**Run 1: cells coloured by class**

Fill, decap, tap and diode cells in grey.
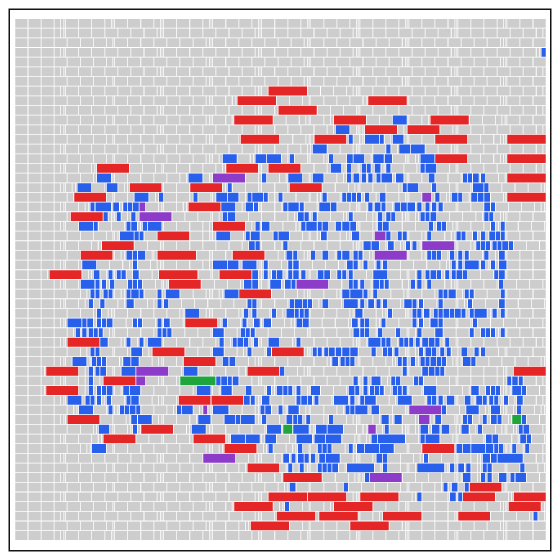
**Run 1: cell outlines without signal wires**

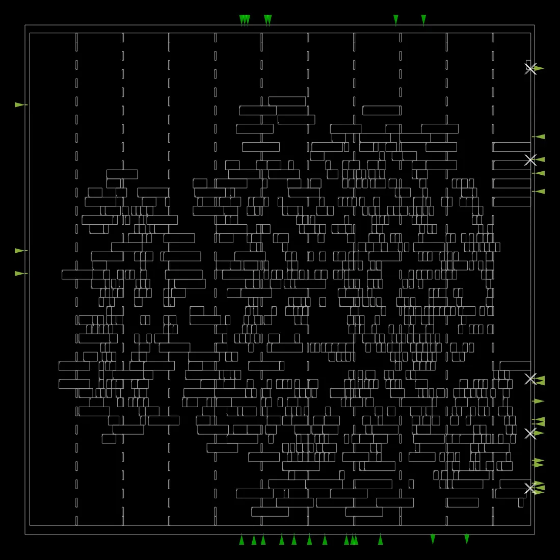
**Run 1: port wiring**

Scale bar: 50 µm.
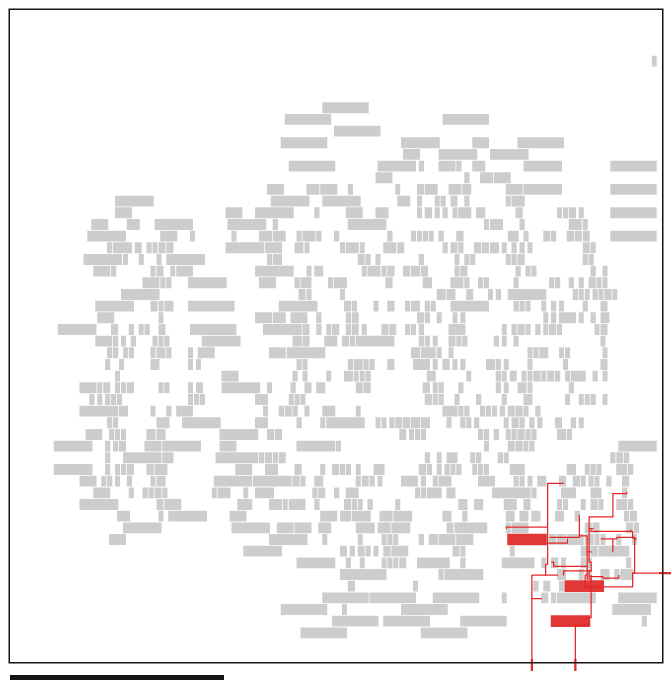
[config.mk]
export PLATFORM = sky130hd
export DESIGN_NAME = exposure_sequencer_flat
export DESIGN_NICKNAME = d
export VERILOG_FILES = /design/src/rtl/exposure_sequencer_if.sv /design/src/rtl/exposure_sequencer.sv /design/src/flat_wrapper.sv
export SDC_FILE = /design/constraint.sdc
export NUM_CORES = 1
export LEC_CHECK = 0
export ABC_AREA = 1
export CAP_MARGIN = 25
export CORE_MARGIN = 1
export CORE_UTILIZATION = 25
export DETAILED_ROUTE_END_ITERATION = 7
export DONT_BUFFER_PORTS = 1
export PLACE_DENSITY_LB_ADDON = 0.2
export SYNTH_ARGS = -nofsm -noshare
export SYNTH_HDL_FRONTEND = slang
export SYNTH_SLANG_ARGS = --single-unit
[constraint.sdc]
create_clock -name clk -period 8.5 [get_ports clk]
set_clock_uncertainty 0.1 [all_clocks]
set_input_delay 1.275 -clock clk [delete_from_list [all_inputs] [get_ports clk]]
set_output_delay 1.275 -clock clk [all_outputs]
set_load 0.01 [all_outputs]
[src/rtl/exposure_sequencer_if.sv]
// Command/status bundle between the host command FSM, the exposure sequencer,
// the shutter PWM and the CCD readout block.
`timescale 1ns/1ps

interface exposure_sequencer_if #(
    parameter int EXP_W = 24
);
    logic             start;
    logic             abort;
    logic             dark;
    logic [EXP_W-1:0] exp_ms;
    logic             ccd_busy;

    logic             shutter_open;
    logic             ccd_toggle;
    logic             busy;
    logic             done;
    logic             aborted;
    logic             error;
    logic [2:0]       state_out;

    // Environment side: command FSM plus the CCD readout busy flag.
    modport master (
        output start, abort, dark, exp_ms, ccd_busy,
        input  shutter_open, ccd_toggle, busy, done, aborted, error, state_out
    );

    modport slave (
        input  start, abort, dark, exp_ms, ccd_busy,
        output shutter_open, ccd_toggle, busy, done, aborted, error, state_out
    );
endinterface

[src/rtl/exposure_sequencer.sv]
// Runs one CCD exposure: shutter open/settle, exposure timing, close/settle, readout trigger.
// Optional readout-start watchdog enabled by defining EXPSEQ_TIMEOUT_EN.
`timescale 1ns/1ps

module exposure_sequencer #(
    parameter int TICK_DIV       = 100000,
    parameter int SETTLE_MS      = 300,
    parameter int EXP_W          = 24,
    parameter int TIMEOUT_CYCLES = 1000000
) (
    input  logic                 clk,
    input  logic                 rst_n,
    exposure_sequencer_if.slave  bus
);

    localparam logic [2:0] S_IDLE         = 3'd0;
    localparam logic [2:0] S_OPEN_SETTLE  = 3'd1;
    localparam logic [2:0] S_EXPOSE       = 3'd2;
    localparam logic [2:0] S_CLOSE_SETTLE = 3'd3;
    localparam logic [2:0] S_TRIGGER      = 3'd4;
    localparam logic [2:0] S_WAIT_DONE    = 3'd5;
    localparam logic [2:0] S_DONE         = 3'd6;

    localparam int TICK_W = (TICK_DIV > 1) ? $clog2(TICK_DIV) : 1;
    localparam int TO_W   = (TIMEOUT_CYCLES > 1) ? $clog2(TIMEOUT_CYCLES) : 1;

    localparam logic [TICK_W-1:0] TICK_LAST  = TICK_W'(TICK_DIV - 1);
    localparam logic [TO_W-1:0]   TO_LAST    = TO_W'(TIMEOUT_CYCLES - 1);
    localparam logic [EXP_W-1:0]  SETTLE_LEN = EXP_W'(SETTLE_MS);

`ifdef EXPSEQ_TIMEOUT_EN
    localparam bit TO_EN = 1'b1;
`else
    // Without the watchdog TRIGGER waits on ccd_busy forever and error stays 0.
    localparam bit TO_EN = 1'b0;
`endif

    logic [2:0]        state;
    logic [2:0]        state_nxt;
    logic [TICK_W-1:0] tick_cnt;
    logic [EXP_W-1:0]  ms_cnt;
    logic [TO_W-1:0]   to_cnt;
    logic [EXP_W-1:0]  exp_q;
    logic              dark_q;
    logic              abort_q;
    logic              shutter_q;
    logic              aborted_q;
    logic              error_q;

    logic              accept;
    logic              timed_state;
    logic [EXP_W-1:0]  wait_len;
    logic              wait_over;
    logic              timed_out;
    logic              shutter_nxt;

    assign accept      = (state == S_IDLE) && bus.start && !bus.abort;
    assign timed_state = (state == S_OPEN_SETTLE) || (state == S_EXPOSE) ||
                         (state == S_CLOSE_SETTLE);
    assign wait_len    = (state == S_EXPOSE) ? exp_q : SETTLE_LEN;

    // A zero-length wait still spends one cycle in the state; ms_cnt never
    // exceeds wait_len-1, so the maximum exposure cannot wrap the counter.
    assign wait_over   = (wait_len == '0) ||
                         ((tick_cnt == TICK_LAST) && (ms_cnt == wait_len - EXP_W'(1)));

    assign timed_out   = TO_EN && (state == S_TRIGGER) && (to_cnt == TO_LAST);

    always_comb begin
        state_nxt = state;
        case (state)
            S_IDLE: begin
                if (accept) begin
                    state_nxt = bus.dark ? S_EXPOSE : S_OPEN_SETTLE;
                end
            end
            S_OPEN_SETTLE: begin
                if (bus.abort) begin
                    state_nxt = S_CLOSE_SETTLE;
                end else if (wait_over) begin
                    state_nxt = S_EXPOSE;
                end
            end
            S_EXPOSE: begin
                if (bus.abort) begin
                    state_nxt = dark_q ? S_IDLE : S_CLOSE_SETTLE;
                end else if (wait_over) begin
                    state_nxt = dark_q ? S_TRIGGER : S_CLOSE_SETTLE;
                end
            end
            S_CLOSE_SETTLE: begin
                if (wait_over) begin
                    state_nxt = (abort_q || bus.abort) ? S_IDLE : S_TRIGGER;
                end
            end
            S_TRIGGER: begin
                if (bus.ccd_busy) begin
                    state_nxt = S_WAIT_DONE;
                end else if (timed_out) begin
                    state_nxt = S_DONE;
                end
            end
            S_WAIT_DONE: begin
                if (!bus.ccd_busy) begin
                    state_nxt = S_DONE;
                end
            end
            S_DONE:  state_nxt = S_IDLE;
            default: state_nxt = S_IDLE;
        endcase
    end

    // Shutter is open only while heading for OPEN_SETTLE, or staying in a light
    // EXPOSE; a dark start goes IDLE->EXPOSE and is excluded by the state check.
    assign shutter_nxt = (state_nxt == S_OPEN_SETTLE) ||
                         ((state_nxt == S_EXPOSE) && (state != S_IDLE) && !dark_q);

    always_ff @(posedge clk or negedge rst_n) begin
        if (!rst_n) begin
            state     <= S_IDLE;
            tick_cnt  <= '0;
            ms_cnt    <= '0;
            to_cnt    <= '0;
            dark_q    <= 1'b0;
            abort_q   <= 1'b0;
            shutter_q <= 1'b0;
            aborted_q <= 1'b0;
            error_q   <= 1'b0;
        end else begin
            state     <= state_nxt;
            shutter_q <= shutter_nxt;
            // Only an abort returns to IDLE from anywhere other than DONE.
            aborted_q <= (state_nxt == S_IDLE) && (state != S_IDLE) && (state != S_DONE);

            if ((state_nxt != state) || !timed_state) begin
                tick_cnt <= '0;
                ms_cnt   <= '0;
            end else if (tick_cnt == TICK_LAST) begin
                tick_cnt <= '0;
                ms_cnt   <= ms_cnt + EXP_W'(1);
            end else begin
                tick_cnt <= tick_cnt + TICK_W'(1);
            end

            if (state == S_TRIGGER) begin
                to_cnt <= to_cnt + TO_W'(1);
            end else begin
                to_cnt <= '0;
            end

            if (accept) begin
                dark_q  <= bus.dark;
                abort_q <= 1'b0;
                error_q <= 1'b0;
            end else begin
                if (bus.abort && timed_state) begin
                    abort_q <= 1'b1;
                end
                if (timed_out && !bus.ccd_busy) begin
                    error_q <= 1'b1;
                end
            end
        end
    end

    // Exposure length is pure data: only meaningful after an accepted start.
    always_ff @(posedge clk) begin
        if (accept) begin
            exp_q <= bus.exp_ms;
        end
    end

    assign bus.shutter_open = shutter_q;
    assign bus.ccd_toggle   = (state == S_TRIGGER);
    assign bus.busy         = (state != S_IDLE);
    assign bus.done         = (state == S_DONE);
    assign bus.aborted      = aborted_q;
    assign bus.error        = TO_EN ? error_q : 1'b0;
    assign bus.state_out    = state;

endmodule
[src/flat_wrapper.sv]
// flat-port wrapper written by rule: the top's interface ports become plain ports
module exposure_sequencer_flat 
#(
    parameter int TICK_DIV       = 100000,
    parameter int SETTLE_MS      = 300,
    parameter int EXP_W          = 24,
    parameter int TIMEOUT_CYCLES = 1000000
)
  (clk, rst_n, bus_start, bus_abort, bus_dark, bus_exp_ms, bus_ccd_busy, bus_shutter_open, bus_ccd_toggle, bus_busy, bus_done, bus_aborted, bus_error, bus_state_out);
  exposure_sequencer_if #(.EXP_W(EXP_W)) bus_i ();
  input  logic clk;
  input  logic rst_n;
  input wire logic [$bits(bus_i.start)-1:0] bus_start;
  input wire logic [$bits(bus_i.abort)-1:0] bus_abort;
  input wire logic [$bits(bus_i.dark)-1:0] bus_dark;
  input wire logic [$bits(bus_i.exp_ms)-1:0] bus_exp_ms;
  input wire logic [$bits(bus_i.ccd_busy)-1:0] bus_ccd_busy;
  output wire logic [$bits(bus_i.shutter_open)-1:0] bus_shutter_open;
  output wire logic [$bits(bus_i.ccd_toggle)-1:0] bus_ccd_toggle;
  output wire logic [$bits(bus_i.busy)-1:0] bus_busy;
  output wire logic [$bits(bus_i.done)-1:0] bus_done;
  output wire logic [$bits(bus_i.aborted)-1:0] bus_aborted;
  output wire logic [$bits(bus_i.error)-1:0] bus_error;
  output wire logic [$bits(bus_i.state_out)-1:0] bus_state_out;
  assign bus_i.start = bus_start;
  assign bus_i.abort = bus_abort;
  assign bus_i.dark = bus_dark;
  assign bus_i.exp_ms = bus_exp_ms;
  assign bus_i.ccd_busy = bus_ccd_busy;
  assign bus_shutter_open = bus_i.shutter_open;
  assign bus_ccd_toggle = bus_i.ccd_toggle;
  assign bus_busy = bus_i.busy;
  assign bus_done = bus_i.done;
  assign bus_aborted = bus_i.aborted;
  assign bus_error = bus_i.error;
  assign bus_state_out = bus_i.state_out;
  exposure_sequencer #(.TICK_DIV(TICK_DIV), .SETTLE_MS(SETTLE_MS), .EXP_W(EXP_W), .TIMEOUT_CYCLES(TIMEOUT_CYCLES)) u_core (.clk(clk), .rst_n(rst_n), .bus(bus_i));
endmodule
==> writeup.txt, run 1 <==
Per the OpenROAD floorplan log, the area of the die is 23,100 µm². The worst path uses 53.53% of the clock period. After detailed routing, the number of remaining DRC violations is 20. The run gives 0 as the number of failing setup endpoints in the final timing report. Summing the sequential cell areas from Yosys gives 34.17% of the chip area.

In this run the cell area of the synthesized design comes to 5624 µm². After synthesis, the most frequently instantiated cells are sky130_fd_sc_hd__nand2_1 (197), sky130_fd_sc_hd__inv_1 (122), sky130_fd_sc_hd__nor2_1 (80). The post-synthesis net count is 793, and the I/O pin count is 39. The clock root buffer is sky130_fd_sc_hd__clkbuf_16.

The run gives 3 for the critical path buffer and inverter count. The final reports fail on design-rule violations. For reference, the most critical setup path is categorized as reg2reg. The share of total power dissipated in sequential elements is 49.4%.

The hold slack was 0.4526 ns; the share of cell area taken by muxes after synthesis was 0.1780%. The run finished, with violations left. The via count of the first global-routing pass was 4,631; the synthesized-area fraction occupied by and/or/nand/nor cells was 43.36%. The design draws 0.0007258 W. The top cell types in the final layout, fill and taps aside, are sky130_fd_sc_hd__nand2_1 (197), sky130_fd_sc_hd__inv_1 (122), sky130_fd_sc_hd__nor2_1 (80), sky130_fd_sc_hd__nand3_1 (63). The longest clock path from root to sink contains 2 buffers. Per the post-CTS timing run, clock transition at the registers of the reported paths is 0.06 ns. Power attributed to the clock group is 0.000367 W. The inverter tally of the final layout excluding the clock network was 128; the count of different cell masters after synthesis was 39. TritonCTS built the clock tree. Nets still carrying antenna violations after routing amount to 0. The kind of cell adding the most delay to the critical path was simple AND/OR/NAND/NOR gates. For this run, the slowest stage of the critical path takes 0.60 ns. The power in sequential cells came out at 0.000359 W.

Hold analysis shows the worst path with a depth of 2. Setup repair after global routing left no endpoint under its margin. For the H-tree depth reported by CTS, the log shows 3.

The startpoint of the worst setup timing path was u_core.bus.state_out[2]$_DFF_PN0_. Final instance count without filler cells: 1,043.
Notes on 'cells coloured by class' above:
red -> flops  # cells 72, share of their area 33%
purple -> clock drivers and dummy loads  # cells 16, share of their area 4.7%
blue -> combinational and other logic  # cells 671, share of their area 61%
green -> other buffers and delay cells  # cells 3, share of their area 0.74%
core region area: 21,960 µm²
post-layout util: 27.81%

Notes on 'cell outlines without signal wires' above:
num sequential: 72
std cell rows: 54
number of well taps: 280
Filler Cells Inserted: 2,412

Notes on 'port wiring' above:
red -> bus_state_out  # bits 3, direction output, end cells 3, buffers 0, wire 229 µm

-- run 1: flip-flops by register name, summed over array words and instances, names as in the netlist --
name,flops
u_core.exp_q,24
u_core.ms_cnt,24
u_core.tick_cnt,17
u_core.bus.state_out,3
u_core.abort_q,1
u_core.bus.aborted,1
u_core.bus.shutter_open,1
u_core.dark_q,1
-- run 1: metal layers --
metal	GRT usage, %	vias to the layer above	wire length, µm
met5	0	-	8
met4	4.762	2	233
met3	3.195	16	594
met2	22.95	73	7006
met1	18.08	2144	7113
li1	-	2385	-
-- run 1: through the flow --
stage | instance area [µm²] | util (%) | setup slack, ns
detailed placement | 5804 | 26.43 | 3.646
global placement | 5804 | 26.43 | 3.740
floorplan | 5624 | - | 5.316
global route | 6105 | 27.80 | 3.427
finish | 6107 | 27.81 | 3.950
CTS | 6077 | 27.68 | 3.640
**Run 1: signal metal coverage by tile**

The die is cut into 30 by 30 equal tiles; dark blue is low, red is high, scaled to the fullest tile. Values are wire area over tile area, all layers added.
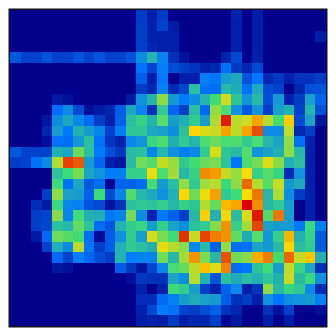

==> inputs of run 2 (changes only) <==
==> constraint.sdc (replaced) <==
create_clock -name clk -period 4.8 [get_ports clk]
set_clock_uncertainty 0.1 [all_clocks]
set_input_delay 0.72 -clock clk [delete_from_list [all_inputs] [get_ports clk]]
set_output_delay 0.72 -clock clk [all_outputs]
set_load 0.01 [all_outputs]
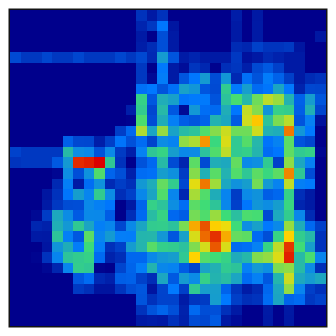
**Above:** run 2 (signal metal coverage by tile).
The die is cut into 30 by 30 equal tiles; dark blue is low, red is high, scaled to the fullest tile. Values are wire area over tile area, all layers added.
mean over tiles = 0.10
emptiest ninth of the die = north-west
nearly empty tiles = 32%
vias post-DR: 4,602
Tot GR Track Use: 13.70%
post-detailed-route wirelength per cell: 14.21 µm
routed wire length: 14,900 µm

==> run 2 against run 1 <==
Against the previous run: the run still ends with design-rule violations left; sequential share of layout area down 0.59 points; die area unchanged; synthesized area unchanged; largest power group unchanged; maximum frequency up 16%; clock-buffer cell count down 1; critical endpoint is now u_core.tick_cnt[2]$_DFF_PN0_; worst setup slack worse by 3.1 ns; first-iteration DRC count down 15%; wire length down 0.40%.
==> writeup.txt, run 2 <==
The H-tree was split into 3 levels. Excluding fillers, the count of instances in the completed layout stands at 1,048. The detailed router reports a met2 wire length of 7216 µm.

In the layout the commonest cells are sky130_fd_sc_hd__nand2_1 (197), sky130_fd_sc_hd__inv_1 (122), sky130_fd_sc_hd__nor2_1 (80), sky130_fd_sc_hd__nand3_1 (63). The top routing layer in use was met5. At the placement stage, the worst setup path has a slack of 0.9081 ns. The worst setup path category is reg2reg. For this run, the slowest stage of the critical path takes 0.60 ns. Yosys reports the multiplexer fraction of the synthesized area as 0.1780%.

The clock root buffer is sky130_fd_sc_hd__clkbuf_16. The checks that failed: design-rule violations. After detailed routing, the met3 layer carries 690 µm of wire. The run gives 4,612 as the via count of the first global-routing pass. For this design the top-level I/O count stands at 39. In this run, power in flip-flops and latches comes to 0.000635 W.

The gate-level netlist out of Yosys references 39 unique cell types. The mapped netlist covers 5624 µm². The number of nets in the synthesized netlist is 793. The number of antenna-violating nets in the routed design is 0. The logs give 0.000756 W for the power consumed by the clock network and 20 for the DRC violation count after routing.

Total power draw: 0.001403 W. The floorplan step defined a die boundary enclosing 23,100 µm². The tools report the final-layout fill cell count as 2,426.

The tools report the fraction of met1 tracks used by global routing as 16.81%. The run gives 81.46% for the final cycle utilization of the critical path. The run gives 5867 µm² for the cell area reported after detailed placement.

Leaving out the clock tree, the finished layout contains an inverter count of 128. TritonCTS built the clock tree. The final report lists the setup-violating endpoint count as 0.

The run finished, with violations left. Setup repair after global routing left no endpoint under its margin.
run 2: cell types whose count changed in the layout (fill, tap and decap cells not counted):
cell / change
sky130_fd_sc_hd__buf_4: +3
sky130_fd_sc_hd__buf_12: +2
sky130_fd_sc_hd__bufinv_16: +2
sky130_fd_sc_hd__clkbuf_1: -1
sky130_fd_sc_hd__clkinv_2: -1
sky130_fd_sc_hd__clkinv_4: +1
sky130_fd_sc_hd__clkinvlp_4: -1
sky130_fd_sc_hd__inv_4: -1
sky130_fd_sc_hd__inv_6: +1
Power figures rest on the tool's default switching activity, not on a simulated workload.
